Fig. 1: run 1, the metal 1 layer
Supply wires on this layer in grey.
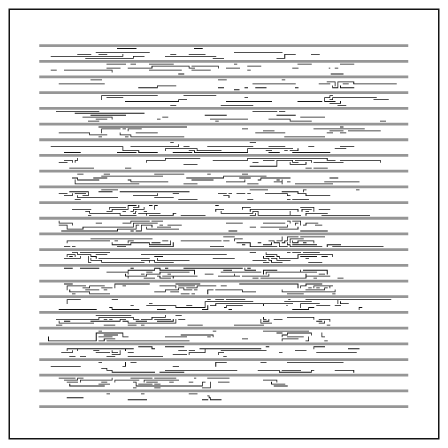
Fig. 2: run 1, M2 wires
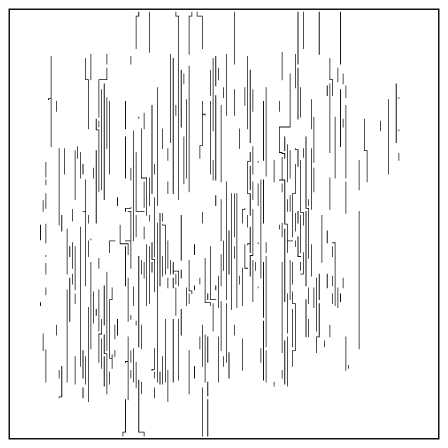
Fig. 3: run 1, M3 wires
Scale bar: 20 µm. Cells faint in the background.
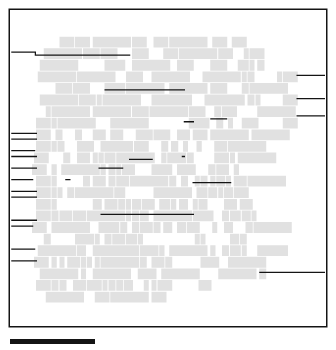
Fig. 4: run 1, logic cells by family
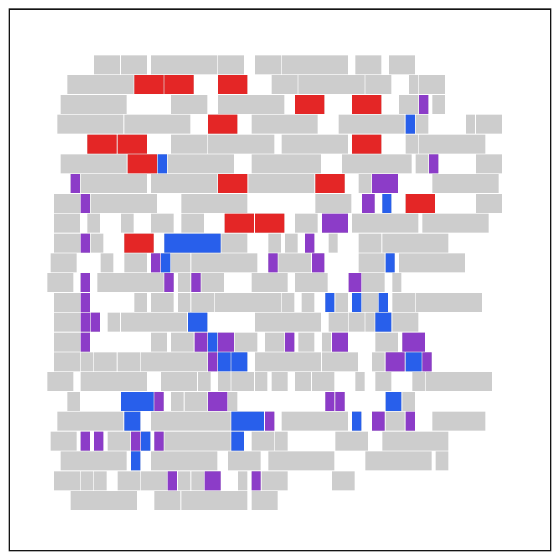
===== config.mk =====
export PLATFORM = sky130hd
export DESIGN_NAME = spart_rx_flat
export DESIGN_NICKNAME = d
export VERILOG_FILES = /design/src/rtl/spart_rx_if.sv /design/src/rtl/spart_rx.sv /design/src/flat_wrapper.sv
export SDC_FILE = /design/constraint.sdc
export NUM_CORES = 1
export LEC_CHECK = 0
export ABC_AREA = 0
export CORE_MARGIN = 5
export CORE_UTILIZATION = 54
export CTS_BUF_LIST = sky130_fd_sc_hd__clkbuf_8 sky130_fd_sc_hd__clkbuf_16
export CTS_CLUSTER_DIAMETER = 150
export CTS_CLUSTER_SIZE = 24
export DETAILED_ROUTE_END_ITERATION = 7
export GPL_TIMING_DRIVEN = 0
export HOLD_SLACK_MARGIN = 0.05
export PLACE_DENSITY = 0.79
export SYNTH_ARGS = -nofsm -noshare
export SYNTH_HDL_FRONTEND = slang
export SYNTH_SLANG_ARGS = --single-unit
export TNS_END_PERCENT = 5

===== constraint.sdc =====
create_clock -name clk -period 2.8 [get_ports clk]
set_clock_uncertainty 0.2 [all_clocks]
set_input_delay 0.7 -clock clk [delete_from_list [all_inputs] [get_ports clk]]
set_output_delay 0.7 -clock clk [all_outputs]
set_load 0.05 [all_outputs]

===== src/rtl/spart_rx_if.sv =====
// Bus-side signals of the SPART receiver: baud divisor, read strobe, received byte and status.
interface spart_rx_if;
    logic [15:0] divisor;
    logic        rd;
    logic [7:0]  rx_data;
    logic        rda;
    logic        frame_err;
    logic        overrun;

    modport master (
        output divisor, rd,
        input  rx_data, rda, frame_err, overrun
    );

    modport slave (
        input  divisor, rd,
        output rx_data, rda, frame_err, overrun
    );
endinterface


===== src/rtl/spart_rx.sv =====
// SPART serial receiver: 16x oversampled 8N1 framing with a one-byte receive buffer,
// data-available, framing-error and sticky overrun flags.
module spart_rx (
    input  logic      clk,
    input  logic      rst,
    input  logic      rxd,
    spart_rx_if.slave bus
);
    localparam int DATA_W = 8;

    typedef enum logic [2:0] {IDLE, START, DATA, STOP, BREAK} state_t;

    state_t              state;
    logic                rxd_p0;
    logic                rxd_s;
    logic [15:0]         baud_cnt;
    logic [3:0]          tick_num;
    logic [2:0]          bit_idx;
    logic [DATA_W-1:0]   shift_q;
    logic                tick;
    logic                start_det;
    logic                load;

    assign tick      = (baud_cnt == 16'd0);
    assign start_det = (state == IDLE) && !rxd_s;
    assign load      = (state == STOP) && tick && (tick_num == 4'd15);

    // Synchronizer resets to the idle-line level so reset release never looks like a start edge.
    always_ff @(posedge clk or negedge rst) begin
        if (!rst) begin
            rxd_p0 <= 1'b1;
            rxd_s  <= 1'b1;
        end else begin
            rxd_p0 <= rxd;
            rxd_s  <= rxd_p0;
        end
    end

    // Free-running baud tick; start detection re-phases it to the falling edge.
    always_ff @(posedge clk or negedge rst) begin
        if (!rst) begin
            baud_cnt <= 16'd0;
        end else if (start_det || tick) begin
            baud_cnt <= bus.divisor;
        end else begin
            baud_cnt <= baud_cnt - 16'd1;
        end
    end

    always_ff @(posedge clk or negedge rst) begin
        if (!rst) begin
            state    <= IDLE;
            tick_num <= 4'd0;
            bit_idx  <= 3'd0;
            shift_q  <= '0;
        end else begin
            case (state)
                IDLE: begin
                    if (!rxd_s) begin
                        state    <= START;
                        tick_num <= 4'd0;
                        bit_idx  <= 3'd0;
                    end
                end
                START: begin
                    if (tick) begin
                        if (tick_num == 4'd7) begin
                            tick_num <= 4'd0;
                            state    <= rxd_s ? IDLE : DATA;
                        end else begin
                            tick_num <= tick_num + 4'd1;
                        end
                    end
                end
                DATA: begin
                    if (tick) begin
                        tick_num <= tick_num + 4'd1;
                        if (tick_num == 4'd15) begin
                            shift_q <= {rxd_s, shift_q[DATA_W-1:1]};
                            bit_idx <= bit_idx + 3'd1;
                            if (bit_idx == 3'd7) begin
                                state <= STOP;
                            end
                        end
                    end
                end
                STOP: begin
                    if (tick) begin
                        tick_num <= tick_num + 4'd1;
                        if (tick_num == 4'd15) begin
                            state <= rxd_s ? IDLE : BREAK;
                        end
                    end
                end
                BREAK: begin
                    if (rxd_s) begin
                        state <= IDLE;
                    end
                end
                default: state <= IDLE;
            endcase
        end
    end

    // A load takes priority over a simultaneous read; overrun only arises from an unread byte.
    always_ff @(posedge clk or negedge rst) begin
        if (!rst) begin
            bus.rx_data   <= '0;
            bus.rda       <= 1'b0;
            bus.frame_err <= 1'b0;
            bus.overrun   <= 1'b0;
        end else if (load) begin
            bus.rx_data   <= shift_q;
            bus.rda       <= 1'b1;
            bus.frame_err <= ~rxd_s;
            if (bus.rda && !bus.rd) begin
                bus.overrun <= 1'b1;
            end
        end else if (bus.rd && bus.rda) begin
            bus.rda     <= 1'b0;
            bus.overrun <= 1'b0;
        end
    end
endmodule

===== src/flat_wrapper.sv =====
// flat-port wrapper written by rule: the top's interface ports become plain ports
module spart_rx_flat 
  (clk, rst, rxd, bus_divisor, bus_rd, bus_rx_data, bus_rda, bus_frame_err, bus_overrun);
  spart_rx_if bus_i ();
  input  logic clk;
  input  logic rst;
  input  logic rxd;
  input wire logic [$bits(bus_i.divisor)-1:0] bus_divisor;
  input wire logic [$bits(bus_i.rd)-1:0] bus_rd;
  output wire logic [$bits(bus_i.rx_data)-1:0] bus_rx_data;
  output wire logic [$bits(bus_i.rda)-1:0] bus_rda;
  output wire logic [$bits(bus_i.frame_err)-1:0] bus_frame_err;
  output wire logic [$bits(bus_i.overrun)-1:0] bus_overrun;
  assign bus_i.divisor = bus_divisor;
  assign bus_i.rd = bus_rd;
  assign bus_rx_data = bus_i.rx_data;
  assign bus_rda = bus_i.rda;
  assign bus_frame_err = bus_i.frame_err;
  assign bus_overrun = bus_i.overrun;
  spart_rx u_core (.clk(clk), .rst(rst), .rxd(rxd), .bus(bus_i));
endmodule

==> impl_metrics.tcl, run 1 <==
# metrics dict for downstream scripts
set metrics [dict create \
    status "finished, final reports clean" \
    antenna_found_initial 0 \
    critPathRequiredTime_ns 2.78 \
    r2r-end "u_core.baud_cnt[14]" \
    num_antenna_cells 0 \
    layout-drive-gt1-share 0.166 \
    arrival_ns 2.45 \
    layout.cells.most_common_list "45 x dfrtp_1, 29 x nand2_1, 29 x clkdlybuf4s50_1" \
    drv_cap 0 \
    min_period_ns 2.47 \
    cts_buffer_depth 2 \
    dieHeight_um 74.2 \
    ys.flop_type "dfrtp_1" \
    aoi_share 0.105 \
    log.warning_count 26 \
    dp_cells 289 \
    h-tree-depth 2 \
    post-route-cell-area_um2 2720 \
    vdd_drop_max_uv 511 \
    ios 31 \
    relSlewSlack 0.647 \
    comb_cells 147 \
    nFillCells 311 \
    drt_drc_violations_left 0 \
    dominant-cell-class "sequential cells" \
    critPathKind "flip-flop to flip-flop" \
    finalSetupViolations 0 \
    regArea_um2 1180 \
    cts_made_buffers 5 \
    buf_share 0.129 \
    lay_top_count "dfrtp_1" \
    synth-simple-area-share 0.179 \
    clkbuf_count 6 \
    r2r-start "u_core.baud_cnt[0]" \
    synth_top_area_share 0.506 \
    top_logic_kind "simple AND/OR/NAND/NOR gates" \
    syn-num-nets 232 \
    worstSkewPairLatency_ns 0.30 \
    grt_pass1_vias 1594 \
    inverters 7 \
    initCoreUtil 0.556 \
    hold_viol_final 0 \
    final_core_util 0.681 \
    grtUsageTotal 0.174 \
    core_um2 4000 \
    fin_ws_ns 0.332 \
    intPower_mw 1.18 \
    yosysTopAreaCell "dfrtp_1" \
    worstMarginPinSlew_ns 0.527 \
    seq_share 0.433 \
    timing.final.max_slew_violations 0 \
    critPathLaunchType "flip-flop" \
    nWellTaps 50 \
    fin_hold_ws_ns 0.156 \
    worst-path-max-fanout 10 \
    post_cts_resized 0 \
    logic_area_um2 985 \
    clk_share 0.0446 \
    max_freq_mhz 405 \
    die_w_um 74.2 \
    final_nets 270 \
    clock-root-buffer "clkbuf_8" \
    grt_pass1_wl_um 7260 \
    grt-ovfl-total 0 \
    drt-initial-drc-count 84 \
    path_clk_slew_ns 0.09 \
    ys_top_cells_by_area "dfrtp_1 51%, mux2_2 8.1%, o21ai_0 5.4%" \
    yosysUniqueCellTypes 44 \
    placed_area_um2 2600 \
    pre_cts_ws_ns 0.233 \
    post_cts_buffers 0 \
    antenna_left 0 \
    xor_share 0.0551 \
    ff_count 47 \
    comb_power_share 0.135 \
    clock_sinks 47 \
    dp_hpwl_um 3050 \
    finalSetupTns_ns 0 \
    layoutNonFillerInstCount 297 \
    syn_to_final_growth_pct 22.5 \
    synth_async_sr_flop_share 1.00 \
    grt_max_degree 28 \
    avgSynthCellArea_um2 10.7 \
    place_congestion 0.796 \
    yosys_warnings 0 \
    syn_inst 208 \
    synth-adder-area-share 0.0225 \
    n_all_buffers 38 \
    comb_area_frac 0.362 \
    dr.pass1.iters 4 \
    hold_buffers 0 \
    power_leader "sequential cells" \
    fin_crit_sh 0.881 \
    p_sw_frac 0.264 \
    switchingPower_uw 424 \
    p_per_area_nw_per_um2 589 \
    cts_tree "built" \
    portBuffers 30 \
    ys_area_um2 2220 \
    seqPwrFrac 0.541 \
    endpoint_kind "flip-flop" \
    num_rows 23 \
    ys_cells 208 \
    rsz0062_at_grt "false" \
    synth-seq-area-share 0.530 \
    leakage_nw 1.18 \
    pg_clk_uw 520 \
    totalPowerFinal_mw 1.60 \
    p_clk_frac 0.324 \
    dieArea_um2 5500 \
    min_path_type "primary input to async pin" \
    netlist_area_um2 2220 \
    edf_count 0 \
    r2r_cells 8 \
    ys.flops 47 \
    viasPerCell 5.42 \
    combinationalPower_uw 217 \
    reg2reg_setup_slack_ns 0.33 \
    wl_per_cell_um 14.1 \
    muxShareOfSynthArea 0.0810 \
    powerSeq_uw 868 \
]
-- Fig. 1 (at the start) --
- longest straight run: 15.2 µm
- nets with wire on the layer: 242

-- Fig. 2 (at the start) --
- main direction: vertical
- wire length on this layer: 2100 µm
- nets with wire on the layer: 222
DR vias: 1609
WL final: 4200 µm

-- Fig. 3 (at the start) --
- nets with wire on the layer: 22
- share of all routed wire: 4.7%
- wire length on this layer: 196 µm
routing usage on met3: 0.0432

-- Fig. 4 (at the start) --
- purple: NAND gates (cells 42)
- blue: NOR gates (cells 23)
- red: multiplexers (cells 16)

run 1: Yosys cell counts, drive strengths merged, types with 4 or more instances:
| library cell | number |
|---|---|
| mux2 | 16 |
| nor4 | 5 |
| xor2 | 5 |
| nand2 | 29 |
| xnor2 | 9 |
| ha | 4 |
| inv | 7 |
| a21oi | 4 |
| buf | 4 |
| nand3 | 7 |
| nor2 | 12 |
| dfrtp | 45 |
| o21ai | 25 |
run 1: registers in the layout, indices dropped and copies added, names as in the netlist:
register and cells:
u_core.bus.rx_data 8, u_core.bus.overrun 1, u_core.bus.rda 1, u_core.rxd_p0 1, u_core.shift_q 8, u_core.state 3
u_core.rxd_s 1, u_core.bit_idx 3, u_core.tick_num 4, u_core.bus.frame_err 1, u_core.baud_cnt 16
run 1: worst max-delay path, stage by stage (launching register included):
cell	delay, ns
dfrtp_1	0.40
inv_1	0.07
ha_1	0.16
nor3b_2	0.36
nand4_1	0.33
nand2b_1	0.16
clkbuf_1	0.27
buf_2	0.27
o21ai_0	0.12
run 1: per-layer routing:
metal,vias up,GRT usage,share of wire
met3,6,0.0432,0.046
met2,30,0.286,0.50
met4,0,0.0563,0.013
met1,767,0.225,0.44
met5,-,0,0
li1,806,-,-
run 1: how the worst max path moves through the flow:
stage | startpoint | endpoint | slack (ns) | depth (start not counted)
5_1_grt | u_core.baud_cnt[0] | u_core.baud_cnt[2] | 0.12 | 9
3_5_place_dp | u_core.baud_cnt[0] | u_core.baud_cnt[10] | 0.23 | 8
4_1_cts | u_core.baud_cnt[0] | u_core.baud_cnt[10] | 0.20 | 8
2_1_floorplan | u_core.baud_cnt[0] | u_core.tick_num[3] | 0.71 | 8
3_3_place_gp | rst | u_core.bus.rx_data[4] | -0.44 | 1
6_report | u_core.baud_cnt[0] | u_core.baud_cnt[14] | 0.33 | 8
==> inputs of run 2 (changes only) <==
--- a/config.mk
+++ b/config.mk
@@ -6,6 +6,7 @@
 export NUM_CORES = 1
 export LEC_CHECK = 0
 export ABC_AREA = 0
+export CAP_MARGIN = 20
 export CORE_MARGIN = 5
 export CORE_UTILIZATION = 54
 export CTS_BUF_LIST = sky130_fd_sc_hd__clkbuf_8 sky130_fd_sc_hd__clkbuf_16
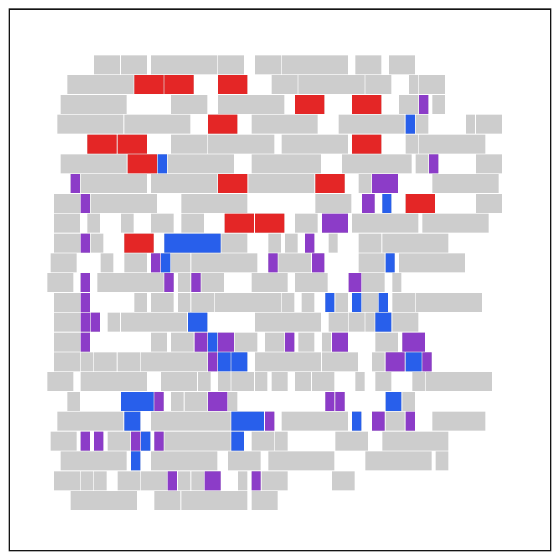
Fig. 5. Logic cells by family (run 2).
- purple: NAND gates (cells 42)
- blue: NOR gates (cells 23)
- red: multiplexers (cells 16)

==> run 2 against run 1 <==
Effect of this change:
- first-iteration DRC count stayed put
- combinational power about the same
- sequential share of layout area unchanged
- global-route usage is the same
- area after synthesis unchanged
- design area did not move
- wire length stayed put
- sequential power hardly changed
- via count stayed put
- total power stayed put
==> impl_metrics.tcl, run 2 <==
# metrics dict for downstream scripts
set metrics [dict create \
    grt_pass1_wl_um 7260 \
    ios 31 \
    r2r-end "u_core.baud_cnt[14]" \
    vdd_drop_max_uv 511 \
    placed_area_um2 2600 \
    p_clk_frac 0.324 \
    layout.cells.most_common_list "45 x dfrtp_1, 29 x nand2_1, 29 x clkdlybuf4s50_1" \
    status "finished, final reports clean" \
    critPathKind "flip-flop to flip-flop" \
    die_w_um 74.2 \
    top_logic_kind "simple AND/OR/NAND/NOR gates" \
    critPathTopFamily "simple AND/OR/NAND/NOR gates" \
    antenna_found_initial 0 \
    ys_area_um2 2220 \
    synth.most_common_cell "dfrtp_1" \
    netlist_area_um2 2220 \
    grt-ovfl-total 0 \
    synth-seq-area-share 0.530 \
    path_clk_slew_ns 0.09 \
    worstMarginPinSlew_ns 0.527 \
    synth-adder-area-share 0.0225 \
    core_um2 4000 \
    post_cts_resized 0 \
    path_cells "inv_1 -> ha_1 -> nor3b_2 -> nand4_1 -> nand2b_1 -> clkbuf_1 -> buf_2 -> o21ai_0" \
    worstSkewPairLatency_ns 0.30 \
    reg_top3 "u_core.baud_cnt x16, u_core.bus.rx_data x8, u_core.shift_q x8" \
    dieHeight_um 74.2 \
    drv_cap 0 \
    totalPowerFinal_mw 1.60 \
    min_path_type "primary input to async pin" \
    fin_hold_ws_ns 0.156 \
    yosysTopAreaCell "dfrtp_1" \
    synth_top_area_share 0.506 \
    endpoint_kind "flip-flop" \
    regArea_um2 1180 \
    synth_async_sr_flop_share 1.00 \
    yosysUniqueCellTypes 44 \
    antenna_left 0 \
    switchingPower_uw 424 \
    dieArea_um2 5500 \
    place_congestion 0.796 \
    fin_crit_sh 0.881 \
    hold_viol_final 0 \
    arrival_ns 2.45 \
    dr.pass1.iters 4 \
    drt_drc_violations_left 0 \
    synth-simple-area-share 0.179 \
    wl_per_cell_um 14.1 \
    post-route-cell-area_um2 2720 \
    viasPerCell 5.42 \
    intPower_mw 1.18 \
    timing.final.max_slew_violations 0 \
    grt_max_degree 28 \
    yosys_warnings 0 \
    syn_inst 208 \
    layout-drive-gt1-share 0.166 \
    syn_to_final_growth_pct 22.5 \
    cts_buffer_depth 2 \
    critPathLaunchType "flip-flop" \
    num_antenna_cells 0 \
    grtUsageTotal 0.174 \
    initCoreUtil 0.556 \
    top_register "u_core.baud_cnt" \
    grt_pass1_vias 1594 \
    rsz0062_at_grt "false" \
    wirelength_um 4200 \
    seqPwrFrac 0.541 \
    worst-path-max-fanout 10 \
    syn-num-nets 232 \
    portBuffers 30 \
    p_sw_frac 0.264 \
    slowest_delay_ns 0.40 \
    pg_clk_uw 520 \
    log.warning_count 26 \
    crit_buf_inv 3 \
    cts_made_buffers 5 \
    finalSetupViolations 0 \
]
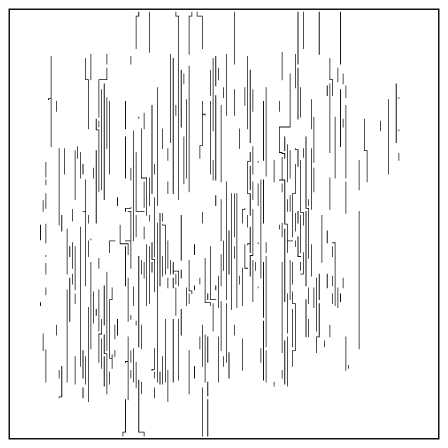
Fig. 6. M2 wires (run 2).
- longest straight run: 31.8 µm
- wire length on this layer: 2100 µm

run 2: cell counts in the layout (fill, tap and decap cells not counted):
Identical to the previous run, type by type.
run 2: per-layer routing:
metal / up-vias / GRT usage / wire length, µm
met4: 0 / 0.0563 / 53
met5: - / 0 / 0
met2: 30 / 0.286 / 2100
met3: 6 / 0.0432 / 195
met1: 767 / 0.225 / 1850
li1: 806 / - / -
run 2: metrics by stage:
step,setup slack [ns],utilization,instances,TNS (ns)
after global placement,-0.436,0.647,288,-19.53
final,0.332,0.681,297,0
after global routing,0.121,0.681,297,0
after detailed placement,0.233,0.650,289,0
after floorplan,0.708,-,208,0
after CTS,0.202,0.681,297,0
run 2: how the worst max path moves through the flow:
stage          cells past startpoint                from               endpoint  slack (ns)
6_report                           8  u_core.baud_cnt[0]    u_core.baud_cnt[14]        0.33
5_1_grt                            9  u_core.baud_cnt[0]     u_core.baud_cnt[2]        0.12
4_1_cts                            8  u_core.baud_cnt[0]    u_core.baud_cnt[10]        0.20
3_5_place_dp                       8  u_core.baud_cnt[0]    u_core.baud_cnt[10]        0.23
3_3_place_gp                       1                 rst  u_core.bus.rx_data[4]       -0.44
2_1_floorplan                      8  u_core.baud_cnt[0]     u_core.tick_num[3]        0.71
run 2: cell type report:
| type | instances | area share |
|---|---|---|
| sequential | 47 | 0.433 |
| tap | 50 | 0.0230 |
| buffer | 7 | 0.0129 |
| multi-input combinational | 147 | 0.362 |
| clock inverter | 2 | 0.0142 |
| timing repair buffer | 31 | 0.116 |
| inverter | 7 | 0.00965 |
| clock buffer | 6 | 0.0303 |
run 2: worst reg2reg max path: cells and delay by family (launching register included):
family,cells,cell delay [ns]
flops,1,0.40
fa+ha+maj,1,0.16
buf+inv,3,0.62
simple gates,3,0.85
compound gates,1,0.12
Power and IR drop assume default switching activity.
